<file path="config.mk">
export PLATFORM = sky130hd
export DESIGN_NAME = slave_rd_arbiter
export DESIGN_NICKNAME = d
export VERILOG_FILES = /design/src/rtl/slave_rd_arbiter.sv
export SDC_FILE = /design/constraint.sdc
export NUM_CORES = 1
export LEC_CHECK = 0
export CAP_MARGIN = 30
export CORE_MARGIN = 2
export CORE_UTILIZATION = 40
export CTS_CLUSTER_SIZE = 10
export DETAILED_ROUTE_END_ITERATION = 12
export GPL_TIMING_DRIVEN = 0
export PLACE_DENSITY_LB_ADDON = 0.05
export SYNTH_ARGS = -nofsm -noshare
export SYNTH_HDL_FRONTEND = slang
export SYNTH_SLANG_ARGS = --single-unit
</file>
<file path="constraint.sdc">
create_clock -name clk -period 3.6 [get_ports clk]
set_clock_uncertainty 0.2 [all_clocks]
set_input_delay 0.54 -clock clk [delete_from_list [all_inputs] [get_ports clk]]
set_output_delay 0.54 -clock clk [all_outputs]
set_load 0.01 [all_outputs]
</file>
<file path="src/rtl/slave_rd_arbiter.sv">
// Round-robin read arbiter: drains one slave message at a time into a single
// byte stream framed as HDR, ADDR, LEN, data..., CHK over a one-byte output slot.
module slave_rd_arbiter #(
    parameter int         N   = 2,
    parameter logic [7:0] HDR = 8'hAA
) (
    input  logic           clk,
    input  logic           n_rst,
    input  logic [N-1:0]   have_msg_bus,
    input  logic [N*8-1:0] len_bus,
    input  logic [N*8-1:0] slave_data_bus,
    output logic [N-1:0]   rdreq_bus,
    output logic [7:0]     tx_data,
    output logic           tx_valid,
    input  logic           tx_ready,
    output logic           busy
);

    localparam logic [2:0] IDLE      = 3'd0;
    localparam logic [2:0] SEND_HDR  = 3'd1;
    localparam logic [2:0] SEND_ADDR = 3'd2;
    localparam logic [2:0] SEND_LEN  = 3'd3;
    localparam logic [2:0] SEND_DATA = 3'd4;
    localparam logic [2:0] SEND_CHK  = 3'd5;

    logic [2:0]   state;
    logic [7:0]   ptr;
    logic [7:0]   sel;
    logic [7:0]   len;
    logic [7:0]   count;
    logic [7:0]   chk;
    logic [N-1:0] eligible;
    logic         found;
    logic [7:0]   pick;
    logic [7:0]   pick_len;
    logic [7:0]   data_byte;
    logic [N-1:0] sel_onehot;
    int           idx;

    function automatic logic [N-1:0] onehot(input logic [7:0] s);
        logic [N-1:0] r;
        r = '0;
        for (int i = 0; i < N; i++) begin
            if (int'(s) == i) r[i] = 1'b1;
        end
        return r;
    endfunction

    // A slave being popped this cycle has not yet dropped have_msg; mask it so a
    // zero-length frame cannot be re-selected before the pop takes effect.
    always_comb begin
        eligible = have_msg_bus & ~rdreq_bus;
        found    = 1'b0;
        pick     = 8'd0;
        idx      = 0;
        for (int i = 0; i < N; i++) begin
            idx = int'(ptr) + i;
            if (idx >= N) idx = idx - N;
            if (!found && eligible[idx]) begin
                found = 1'b1;
                pick  = 8'(idx);
            end
        end
    end

    assign pick_len   = len_bus[int'(pick)*8 +: 8];
    assign data_byte  = slave_data_bus[int'(sel)*8 +: 8];
    assign sel_onehot = onehot(sel);
    assign busy       = (state != IDLE);

    always_ff @(posedge clk or negedge n_rst) begin
        if (!n_rst) begin
            state     <= IDLE;
            ptr       <= 8'd0;
            sel       <= 8'd0;
            len       <= 8'd0;
            count     <= 8'd0;
            chk       <= 8'd0;
            tx_data   <= 8'd0;
            tx_valid  <= 1'b0;
            rdreq_bus <= '0;
        end else begin
            rdreq_bus <= '0;
            if (tx_valid && tx_ready) tx_valid <= 1'b0;

            case (state)
                IDLE: begin
                    if (found) begin
                        sel   <= pick;
                        len   <= pick_len;
                        count <= pick_len;
                        chk   <= 8'd0;
                        ptr   <= (pick == 8'(N - 1)) ? 8'd0 : pick + 8'd1;
                        state <= SEND_HDR;
                    end
                end
                SEND_HDR: begin
                    if (!tx_valid) begin
                        tx_data  <= HDR;
                        tx_valid <= 1'b1;
                        state    <= SEND_ADDR;
                    end
                end
                SEND_ADDR: begin
                    if (!tx_valid) begin
                        tx_data  <= sel;
                        tx_valid <= 1'b1;
                        chk      <= chk ^ sel;
                        state    <= SEND_LEN;
                    end
                end
                SEND_LEN: begin
                    if (!tx_valid) begin
                        tx_data  <= len;
                        tx_valid <= 1'b1;
                        chk      <= chk ^ len;
                        state    <= (len != 8'd0) ? SEND_DATA : SEND_CHK;
                    end
                end
                SEND_DATA: begin
                    if (!tx_valid) begin
                        tx_data   <= data_byte;
                        tx_valid  <= 1'b1;
                        chk       <= chk ^ data_byte;
                        count     <= count - 8'd1;
                        rdreq_bus <= sel_onehot;
                        if (count == 8'd1) state <= SEND_CHK;
                    end
                end
                SEND_CHK: begin
                    if (!tx_valid) begin
                        tx_data  <= chk;
                        tx_valid <= 1'b1;
                        // Empty messages still need one pop so the slave releases them.
                        if (len == 8'd0) rdreq_bus <= sel_onehot;
                        state    <= IDLE;
                    end
                end
                default: state <= IDLE;
            endcase
        end
    end

endmodule

</file>
Logic cells by family:
Scale: 3 px per um.
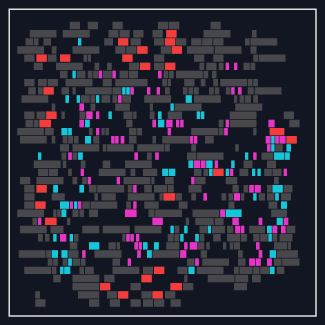
| color | family | cells | most used |
|---|---|---|---|
| red | mux cells | 26 | mux2i_1 |
| cyan | nor cells | 67 | nor2_1 |
| magenta | nand cells | 83 | nand2_1 |
non-filler cells in the finished layout: 638
share of the final layout cell area in multi-input gates: 50.38%
Top cell excl fill/tap: nand2_1

==> flow_metrics.tcl <==
# flow metrics
set metrics [dict create \
    post_synth_mux_area_share_pct 6.942 \
    powerClk_mw 0.414 \
    run_status "completed" \
    cp_max_fo 10 \
    synth.yosys.seq_area_share_pct 35.36 \
    critical_path.startpoint "have_msg_bus[0]" \
    floorplan.io_pins 49 \
    power.combinational.total_mw 2.60 \
    post_dp_cell_area_sq_mm 0.004478 \
    final_core_utilization_pct 49.80 \
    global_route_wire_length_before_repair_um 17850 \
    antenna_found_initial 0 \
    dr_wl_met2_um 5330 \
    tritoncts_clock_tree "done" \
    flop_area_sq_mm 0.001351 \
    min_from "tx_data[3]$_DFFE_PN0P_" \
    synth_nets 498 \
    critical-path-slowest-cell "clkdlybuf4s50_1" \
    met3WireLength_um 432 \
    top_cell_type_by_instance_count_after_synthesis "nand2_1" \
    worstSetupEndpointType "flop" \
    worst_hold_slack_ps 323.8 \
    setup_viol 0 \
    final.setup.tns_ps 0 \
    flip_flop_and_latch_count_after_synthesis 54 \
    pwr-share-comb_pct 63.7 \
    vias 3518 \
    synth.comb.largest_family "AND-OR/OR-AND gates" \
    chip_area_sq_mm 0.01035 \
    cap_violations 0 \
    dp_hpwl_um 8520 \
    min-delay-path-class "reg2reg" \
    worst_path_dominant_cell_family "simple AND/OR/NAND/NOR gates" \
    comb.multi_input.count 359 \
    power-per-cell-area_mw_per_mm2 884.9 \
    drive_gt1_share_pct 7.269 \
    seqAreaFraction_pct 29.36 \
    grt_start_max_net_pins 39 \
    detailedRoute.firstPassIterationCount 4 \
    n_all_inverters 13 \
    design_area_sq_mm 0.004602 \
    drt-wirelength-per-cell_um 17.00 \
    timing.final.crit_share_pct 94.68 \
    yosysTopAreaCellShare_pct 35.36 \
    switching_power_mw 1.992 \
    highest_metal_layer_used_by_the_detailed_router "met4" \
    power.share.sequential_pct 26.1 \
    worst_hold_path.endpoint "tx_data[3]$_DFFE_PN0P_" \
    grtUsageMet2_pct 38.06 \
    gpl.final_weighted_congestion 0.8693 \
    htree_num_levels 2 \
    areaGrowthSynthToFinish_pct 20.43 \
    clock_buffers 6 \
    cp_slowest_stage_delay_ps 460 \
    simple_gate_area_share_pct 22.13 \
    comb_area_sq_mm 0.002318 \
    yosys.area_share.aoi_pct 23.90 \
    max_clock_freq_ghz 0.2934 \
    post_synth.cell_area_avg_sq_um 8.473 \
    p_int_mw 2.080 \
    met1_usage_pct 30.00 \
    clk-insertion-delay-late_ps 310 \
    regToRegSetupSlack_ps 270 \
    placement.setup.worst_slack_ps -156.0 \
    first_global_vias 3488 \
    cts.repair_timing.setup_buffer_count 0 \
    core_region_area_sq_mm 0.009240 \
    flop_cell "dfrtp_1" \
    cp_data_arrival_time_ps 3400 \
    worst-slew-pin-transition_ps 822.8 \
    cts_buffer_depth 2 \
    cp_data_required_time_ps 3590 \
    synth-warning-count 0 \
    synth.yosys.chip_area_sq_mm 0.003821 \
    yosysUniqueCellTypes 68 \
    globalRouteMet3Util_pct 2.139 \
    openroad.warnings 31 \
    peakVddDrop_mv 0.3686 \
    crit_path_end "ptr[6]$_DFFE_PN0P_" \
    synthesis.instances 451 \
    setup_ws_ps 191.4 \
    remaining_drc_errors 0 \
    detail_route.wirelength.met1_um 4940 \
    post-synth-top-area-cell "dfrtp_1" \
    fp-row-count 35 \
    clockRootBuffer "clkbuf_8" \
    most_frequently_placed_logic_cells_in_the_final_layout "57 x nand2_1, 54 x dfrtp_1, 47 x clkdlybuf4s50_1" \
    worstPathBufferInverterCount 2 \
    syn_area_sq_mm 0.003821 \
    synth.area.top_cells "dfrtp_1 35%, mux2i_1 5.8%, nand2_1 5.6%" \
    fa_ha_area_share_pct 3.274 \
    track_usage_pct 21.99 \
    timing_hold_violations_final 0 \
    seq-power_mw 1.06 \
    ff_to_ff_end "ptr[1]$_DFFE_PN0P_" \
    ant_nets 0 \
]
Pin placement:
Scale: 4 px per um. Pins as bars across the die edge, other pins in gray.
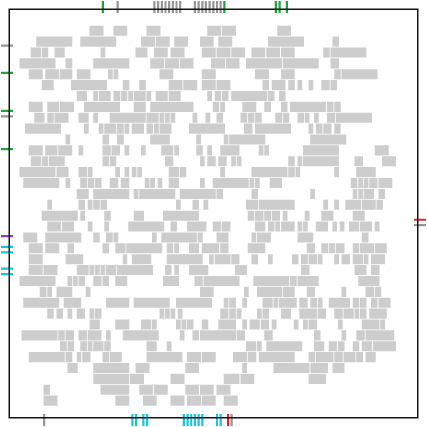
| color | port | pins | direction | edge |
|---|---|---|---|---|
| purple | busy | 1 | output | left |
| cyan | len_bus | 16 | input | 12 bottom, 4 left |
| red | rdreq_bus | 2 | output | 1 right, 1 bottom |
| green | tx_data | 8 | output | 5 top, 3 left |
Die W: 101.7 um
number of I/O port buffers: 48
Die Height: 101.7 um

No activity file was given, so power comes from the tool's default toggle rates.
